Figure 1. Power grid.
The bar under the picture is 20 um long. Pins as bars on the die edge.
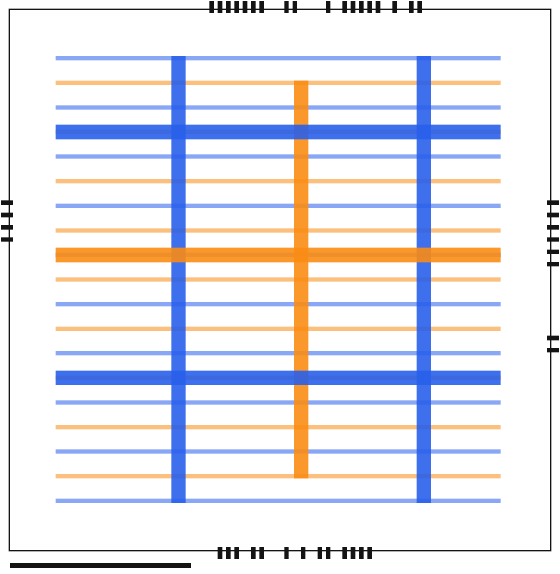
Figure 2. Placed cells, one colour a class.
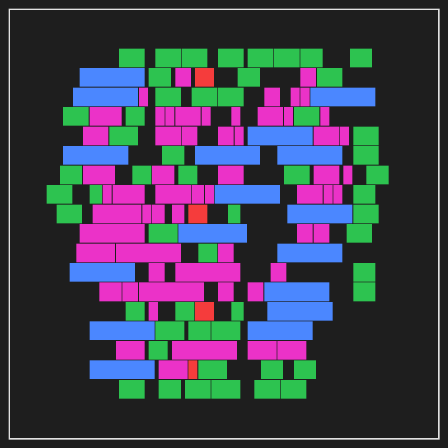
Figure 3. Clock network drawn from the DEF.
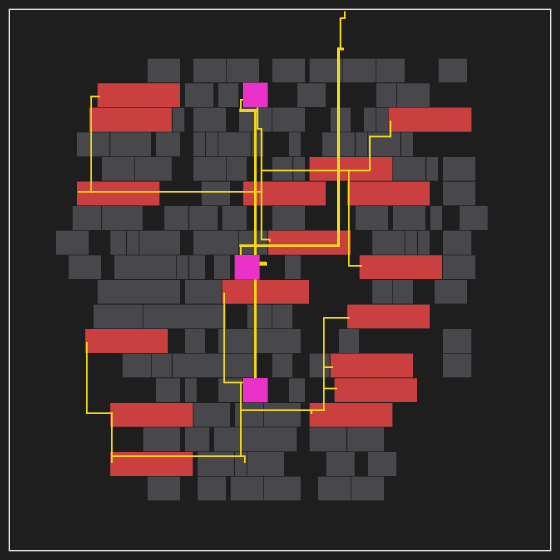
Figure 4. Wiring by layer.
The bar under the picture is 20 um long.
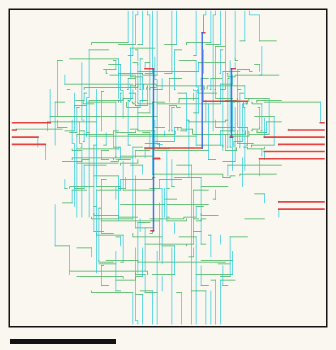
Figure 5. Routing congestion.
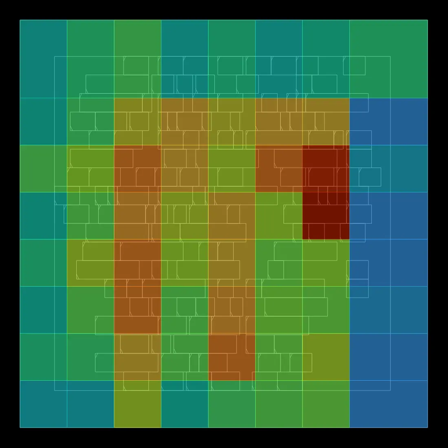
`config.mk`:
```
export PLATFORM = sky130hd
export DESIGN_NAME = mult_arbiter_n
export DESIGN_NICKNAME = d
export VERILOG_FILES = /design/src/rtl/mult_arbiter_n.sv
export SDC_FILE = /design/constraint.sdc
export NUM_CORES = 1
export LEC_CHECK = 0
export CAP_MARGIN = 20
export CORE_MARGIN = 5
export CORE_UTILIZATION = 35
export CTS_CLUSTER_DIAMETER = 60
export DETAILED_ROUTE_END_ITERATION = 7
export GPL_ROUTABILITY_DRIVEN = 0
export GPL_TIMING_DRIVEN = 0
export PLACE_DENSITY = 0.74
export SLEW_MARGIN = 20
export SYNTH_ARGS = -nofsm -noshare
export SYNTH_HDL_FRONTEND = slang
export SYNTH_SLANG_ARGS = --single-unit
```
`constraint.sdc`:
```
create_clock -name clk -period 1.36 [get_ports clk]
set_input_delay 0.272 -clock clk [delete_from_list [all_inputs] [get_ports clk]]
set_output_delay 0.272 -clock clk [all_outputs]
set_load 0.01 [all_outputs]
```
`src/rtl/mult_arbiter_n.sv`:
```
// Two-client arbiter/sequencer for a shared two-register reg_mult_n.
// Define MULT_ARB_RR_EN for round-robin; fixed priority (client 0) otherwise.
module mult_arbiter_n #(
    parameter int N = 4
) (
    input  logic         clk,
    input  logic         reset_n,
    input  logic [1:0]   req,
    input  logic [N-1:0] a0,
    input  logic [N-1:0] b0,
    input  logic [N-1:0] a1,
    input  logic [N-1:0] b1,
    output logic [1:0]   gnt,
    output logic [1:0]   done,
    output logic [N-1:0] res,
    output logic         busy,
    output logic         m_ea,
    output logic         m_eb,
    output logic [N-1:0] m_a,
    output logic [N-1:0] m_b,
    input  logic [N-1:0] m_p
);

    typedef enum logic [1:0] {
        ST_IDLE,
        ST_LOAD,
        ST_WAIT,
        ST_DONE
    } state_t;

    state_t       state_q, state_d;
    logic         id_q, id_d;
    logic [N-1:0] res_q, res_d;
    logic [1:0]   done_q, done_d;
    logic [N-1:0] m_a_q, m_a_d;
    logic [N-1:0] m_b_q, m_b_d;
    logic         win;

`ifdef MULT_ARB_RR_EN
    logic last_q, last_d;

    // On contention the client not served last time wins.
    always_comb begin
        win = 1'b0;
        if (req[0] && req[1]) begin
            win = ~last_q;
        end else begin
            win = req[1];
        end
    end

    always_ff @(posedge clk or negedge reset_n) begin
        if (!reset_n) begin
            last_q <= 1'b1;
        end else begin
            last_q <= last_d;
        end
    end
`else
    always_comb begin
        win = ~req[0];
    end
`endif

    always_comb begin
        state_d = state_q;
        id_d    = id_q;
        res_d   = res_q;
        done_d  = 2'b00;
        m_a_d   = m_a_q;
        m_b_d   = m_b_q;
        gnt     = 2'b00;
        m_ea    = 1'b0;
        m_eb    = 1'b0;
`ifdef MULT_ARB_RR_EN
        last_d  = last_q;
`endif
        unique case (state_q)
            ST_IDLE: begin
                if (|req) begin
                    state_d = ST_LOAD;
                    id_d    = win;
                    m_a_d   = win ? a1 : a0;
                    m_b_d   = win ? b1 : b0;
`ifdef MULT_ARB_RR_EN
                    last_d  = win;
`endif
                end
            end
            ST_LOAD: begin
                gnt     = id_q ? 2'b10 : 2'b01;
                m_ea    = 1'b1;
                m_eb    = 1'b1;
                state_d = ST_WAIT;
            end
            ST_WAIT: begin
                state_d = ST_DONE;
            end
            ST_DONE: begin
                res_d   = m_p;
                done_d  = id_q ? 2'b10 : 2'b01;
                state_d = ST_IDLE;
            end
            default: begin
                state_d = ST_IDLE;
            end
        endcase
    end

    always_ff @(posedge clk or negedge reset_n) begin
        if (!reset_n) begin
            state_q <= ST_IDLE;
            id_q    <= 1'b0;
            res_q   <= '0;
            done_q  <= 2'b00;
            m_a_q   <= '0;
            m_b_q   <= '0;
        end else begin
            state_q <= state_d;
            id_q    <= id_d;
            res_q   <= res_d;
            done_q  <= done_d;
            m_a_q   <= m_a_d;
            m_b_q   <= m_b_d;
        end
    end

    assign busy = (state_q != ST_IDLE);
    assign res  = res_q;
    assign done = done_q;
    assign m_a  = m_a_q;
    assign m_b  = m_b_q;

endmodule
```
==> flow_summary_export.csv <==
group,metric,value,unit
status,outcome,"finished, violations left",
status,failing_checks,"setup timing",
worst_setup_path,cell_chain_critical_path,"inv_4 > ha_4 > nor2b_1 > buf_2",
global_route,grt_first_pass_wirelength,3684,um
route,route.top_layer_used,"met4",
final_timing,hold_slack,420.9,ps
die,die_w,59.74,um
yosys,syn_area_per_cell,10.96,um2
finish,final_instance_area,0.001495,mm2
yosys,netlist_instances,79,
final_timing,final-setup-viol-count,12,
yosys,synth.yosys.seq_area_share,0.4913,
die,floorplan.core_util,0.3593,
final_timing,final.setup.worst_slack,-139.7,ps
clock_network,clk_path_buf_depth,2,
global_route,via_count_of_the_first_global_routing_pass,802,
yosys,syn_area,865.8,um2
final_timing,grt_setup_unrepaired,"true",
pwr,cellLeakagePower,0.7131,nW
finish,antennaDiodeCount,0,
clock_network,cts_inserted_buffers,3,
worst_setup_path,worstPathRequired,1090,ps
route,drt-vias-per-instance,4.828,
pwr,power.density_cell_area,1951,mW/mm2
pwr,ir_drop,1.205,mV
clock_network,clkSlewWorstSetupHoldPaths,100,ps
die,num_io_pins,43,
finish,num-fill-cells,210,
yosys,synth.lib_cells_used.distinct,19,
yosys,largest_area_cell,"dfrtp_1",
clock_network,h-tree-depth,1,
placement,port-buffer-count,42,
final_timing,worstMarginPinSlew,767.1,ps
placement,pre_cts_ws,-314.9,ps
final_timing,final_period_demand_of_the_worst_path,1500,ps
finish,area_growth_from_synthesis_to_layout,72.69,%
yosys,syn-num-nets,109,
yosys,ys_cells,79,
route,route.antenna.remaining_nets,0,
Back to the opening pictures, Figure 1:
[blue] VSS
[orange] VDD
met5 straps: 3
rows: 18

Back to the opening pictures, Figure 2:
[red] clock drivers and dummy loads | cells: 4 | share of their area: 1.8%
[magenta] all other logic | cells: 59 | share of their area: 35%
[green] other buffers and delay cells | cells: 53 | share of their area: 33%
[blue] flip-flops | cells: 17 | share of their area: 29%
end-of-flow core utilization: 0.6205
core box area: 0.002410 mm2
Rows: 18

Back to the opening pictures, Figure 3:
[yellow] clock wires | length: 236 um
[magenta] cells driving clock nets | count: 3
[red] flip-flops | count: 17
routed clock nets: 4
Post-Route Skew: 1.377 ps
later-pin clock latency in the skew report: 290 ps
Clk. pwr: 0.272 mW
clock network power share: 0.093

Back to the opening pictures, Figure 4:
[red] met3 | wire length: 110 um
[green] met1 | wire length: 883 um
[cyan] met2 | wire length: 1210 um
[blue] met4 | wire length: 65.3 um
global router's overall resource usage: 0.1390
average wire per standard cell: 13.88 um
total routed wirelength: 2262 um
total number of vias: 787

Back to the opening pictures, Figure 5:
met3 usage in global routing: 0.02160
busiest layer in global routing: met2
met1 demand-to-capacity share in global routing: 0.1592

## power by group
part	switching, mW	total, mW	internal (mW)
combinational	0.735	1.73	0.993
clock	0.158	0.272	0.114
sequential	0.164	0.918	0.754
total	1.06	2.92	1.86
## cell type report
class,count,area [um2],share of cell area
tap,30,37.54,0.02510
multi-input combinational,41,444.2,0.2971
timing repair buffer,51,471.7,0.3155
sequential,17,426.7,0.2854
buffer,2,16.27,0.01088
clock buffer,4,26.28,0.01757
inverter,18,72.57,0.04854
## path summary, 6_finish.rpt
kind                             from         end  slack, ps  cells after the start
hold reg to reg                  id_q     done[0]        510                      1
setup / recovery           state_q[1]      gnt[0]       -140                      4
hold / removal                reset_n      m_b[1]        420                      1
setup reg to reg           state_q[1]  state_q[1]       -100                      5
max in group asynchronous     reset_n  state_q[0]        410                      1
min in group clk                 id_q     done[0]        510                      1
## flip-flops by register name (all words and copies together), names as in the netlist
name	count
done	2
res	4
id_q	1
m_b	4
state_q	2
m_a	4
## cell families (layout without fill, tap and decap cells)
kind of cell | count (synthesis) | after routing | share of synthesized area
buf+inv | 21 | 75 | 0.1040
flops | 17 | 17 | 0.4913
mux | 5 | 5 | 0.06502
compound gates | 11 | 11 | 0.1069
fa+ha+maj | 6 | 6 | 0.08670
simple gates | 19 | 19 | 0.1460
## metal layers
metal  GRT usage  vias up
met4     0.09177        0
met2      0.2361       21
met3     0.02160        7
met5           0        -
li1            -      369
met1      0.1592      390
## worst max-delay path, delay by kind of cell (launching register included)
kind                       cells  cell delay (ps)
DFF                            1              420
buffers and inverters          2              260
adders and majority gates      1              140
and+or+nand+nor                1              110
## what timing repair did
action	4_1_cts	5_1_grt
pin swaps	5	8
gates resized	47	15
buffers inserted	7	2
endpoints found under the setup margin	28	18
cloned	0	0
Power figures rest on the tool's default switching activity, not on a simulated workload.
